### Placement by cell class

(8 px per µm)
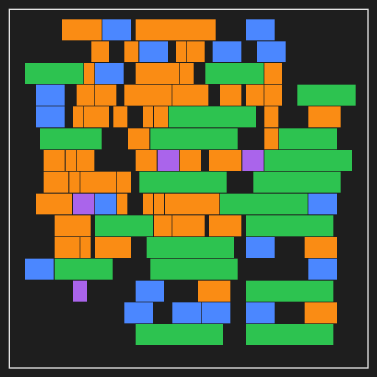
### Local utilization

(8 px per µm) 9 x 9 tiles, from dark blue (low) to red (high), 0 to 100% covered.
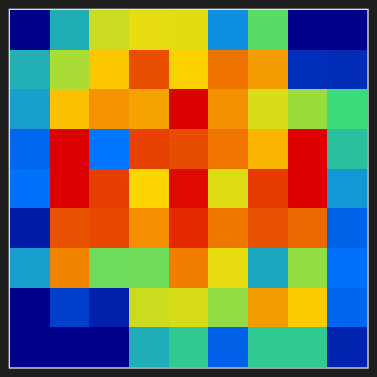
### Cell placement

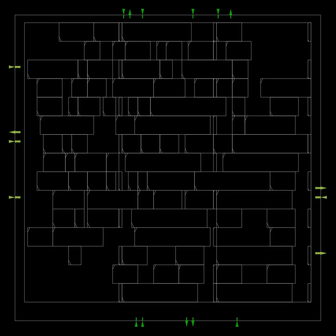
===== config.mk =====
export PLATFORM = sky130hd
export DESIGN_NAME = multicast_fork
export DESIGN_NICKNAME = d
export VERILOG_FILES = /design/src/rtl/multicast_fork.sv
export SDC_FILE = /design/constraint.sdc
export NUM_CORES = 1
export LEC_CHECK = 0
export CAP_MARGIN = 0
export CORE_UTILIZATION = 52
export CTS_BUF_LIST = sky130_fd_sc_hd__clkbuf_2 sky130_fd_sc_hd__clkbuf_4 sky130_fd_sc_hd__clkbuf_8
export CTS_CLUSTER_SIZE = 14
export DETAILED_ROUTE_END_ITERATION = 10
export PLACE_DENSITY = 0.87
export SLEW_MARGIN = 25
export SYNTH_ARGS = -nofsm -noshare
export SYNTH_HDL_FRONTEND = slang
export SYNTH_SLANG_ARGS = --single-unit

===== constraint.sdc =====
create_clock -name clk -period 2.2 [get_ports clk]
set_input_delay 0.22 -clock clk [delete_from_list [all_inputs] [get_ports clk]]
set_output_delay 0.22 -clock clk [all_outputs]
set_load 0.005 [all_outputs]

===== src/rtl/multicast_fork.sv =====
// multicast_fork: N-way eager fork with a small input FIFO and per-flit destination mask.
// Optional per-output delivery counters are enabled with `define MULTICAST_FORK_CNT_EN.
module multicast_fork #(
  parameter int WIDTH   = 4,
  parameter int NUM_OUT = 2,
  parameter int DEPTH   = 2
) (
  input  logic               clk,
  input  logic               reset,
  input  logic               l_valid,
  output logic               l_ready,
  input  logic [WIDTH-1:0]   l_data,
  input  logic [NUM_OUT-1:0] l_mask,
  output logic [NUM_OUT-1:0] r_valid,
  input  logic [NUM_OUT-1:0] r_ready,
  output logic [WIDTH-1:0]   r_data
`ifdef MULTICAST_FORK_CNT_EN
  ,
  output logic [16*NUM_OUT-1:0] cnt_out
`endif
);

  localparam int AW = $clog2(DEPTH);
  localparam int CW = AW + 1;
  localparam logic [CW-1:0] DEPTH_C = CW'(DEPTH);
  localparam logic [CW-1:0] ONE_C   = CW'(1);

  logic [WIDTH-1:0]   mem_data_q [DEPTH];
  logic [NUM_OUT-1:0] mem_mask_q [DEPTH];

  logic [AW-1:0]      wr_ptr_q, wr_ptr_d;
  logic [AW-1:0]      rd_ptr_q, rd_ptr_d;
  logic [CW-1:0]      count_q, count_d;
  logic [NUM_OUT-1:0] pending_q, pending_d;

  logic               push, pop, not_empty;
  logic [NUM_OUT-1:0] hs;
  logic [AW-1:0]      rd_ptr_nxt;

  assign not_empty  = (count_q != '0);
  assign l_ready    = !reset && (count_q < DEPTH_C);
  assign push       = l_valid && l_ready;
  assign r_valid    = {NUM_OUT{not_empty}} & pending_q;
  assign r_data     = mem_data_q[rd_ptr_q];
  assign hs         = r_valid & r_ready;
  // Head retires once no selected output is still outstanding after this edge.
  assign pop        = not_empty && ((pending_q & ~hs) == '0);
  assign rd_ptr_nxt = rd_ptr_q + AW'(1);

  always_comb begin
    wr_ptr_d  = wr_ptr_q;
    rd_ptr_d  = rd_ptr_q;
    count_d   = count_q;
    pending_d = pending_q & ~hs;

    if (push) wr_ptr_d = wr_ptr_q + AW'(1);
    if (pop)  rd_ptr_d = rd_ptr_nxt;

    case ({push, pop})
      2'b10:   count_d = count_q + ONE_C;
      2'b01:   count_d = count_q - ONE_C;
      default: count_d = count_q;
    endcase

    // Load pending whenever a new entry becomes head.
    if (push && !not_empty) begin
      pending_d = l_mask;
    end else if (pop) begin
      if (count_q > ONE_C)  pending_d = mem_mask_q[rd_ptr_nxt];
      else if (push)        pending_d = l_mask;
      else                  pending_d = '0;
    end
  end

  always_ff @(posedge clk) begin
    if (reset) begin
      wr_ptr_q  <= '0;
      rd_ptr_q  <= '0;
      count_q   <= '0;
      pending_q <= '0;
    end else begin
      wr_ptr_q  <= wr_ptr_d;
      rd_ptr_q  <= rd_ptr_d;
      count_q   <= count_d;
      pending_q <= pending_d;
    end
  end

  always_ff @(posedge clk) begin
    if (push) begin
      mem_data_q[wr_ptr_q] <= l_data;
      mem_mask_q[wr_ptr_q] <= l_mask;
    end
  end

`ifdef MULTICAST_FORK_CNT_EN
  logic [15:0] cnt_q [NUM_OUT];

  for (genvar gi = 0; gi < NUM_OUT; gi++) begin : g_cnt
    always_ff @(posedge clk) begin
      if (reset)       cnt_q[gi] <= '0;
      else if (hs[gi]) cnt_q[gi] <= cnt_q[gi] + 16'd1;
    end
    assign cnt_out[16*gi +: 16] = cnt_q[gi];
  end
`endif

endmodule

==> flow_summary_export.csv <==
group,metric,value,unit
final_timing,worst_slack,0.206,ns
yosys,yosys-top-cells-count,"edfxtp_1, dfxtp_1, nor2_1, mux2_2, nor2b_1",
final_timing,maxSlewViolCount,0,
clock_tree,hold_buffers,0,
pwr,vdd_drop_max,0.691,mV
setup_path,crit_required,1.98,ns
layout,largest_register_ffs,8,
layout,diodes,0,
yosys,adder_share,0.0397,
layout,final_area,1160,µm²
clock_tree,clkLatencyLatePin,0.30,ns
layout,reg.largest.list,"mem_data_q x8, mem_mask_q x4",
final_timing,setup_viol,0,
yosys,ys_sh_simple,0.168,
yosys,compound_area_frac,0.124,
global_routing,met3_usage,0.0694,
route,drtPass1Iterations,4,
flow_run,warnings,27,
floorplanning,tapCellCount,25,
layout,nets,107,
final_timing,hold_ws,0.495,ns
placement,dpl_worst_slack,0.299,ns
global_routing,grt_pass1_vias,633,
route,vias,641,
layout,n_all_buffers,18,
min_path,holdCritPathClass,"in -> reg",
yosys,yosys_warnings,0,
setup_path,critical_path_class,"reg -> out",
layout,clkbuf_count,3,
layout,bufAreaShareNonClock,0.153,
pwr,p_comb_frac,0.431,
yosys,ys_area,946,µm²
yosys,synth_flops,19,
run_status,status,"complete, no violations",
pwr,p_sw_frac,0.329,
pwr,maxPowerGroup,"combinational cells",
-- 'Placement by cell class' (at the start) --
legend:
  other buffers and delay cells:
    colour: blue
    cells: 18
    share_of_their_area: 16%
  all other logic:
    colour: orange
    cells: 51
    share_of_their_area: 38%
  flip-flops:
    colour: green
    cells: 19
    share_of_their_area: 44%
  clock drivers and dummy loads:
    colour: purple
    cells: 4
    share_of_their_area: 2.4%
Placement Rows: 15
utilization after layout: 0.682
core area: 1710 µm²

-- 'Local utilization' (at the start) --
densest ninth of the die: centre
tiles over 75% full: 41%
mean over tiles: 57%
fullest tile: 100%
emptiest ninth of the die: south-west
nearly empty tiles: 8.6%
initial core utilization: 0.554

-- 'Cell placement' (at the start) --
# fillers: 126
Seq area share: 0.431
final std cells w/o fill: 117
Seq cells: 19

No activity file was given, so power comes from the tool's default toggle rates.
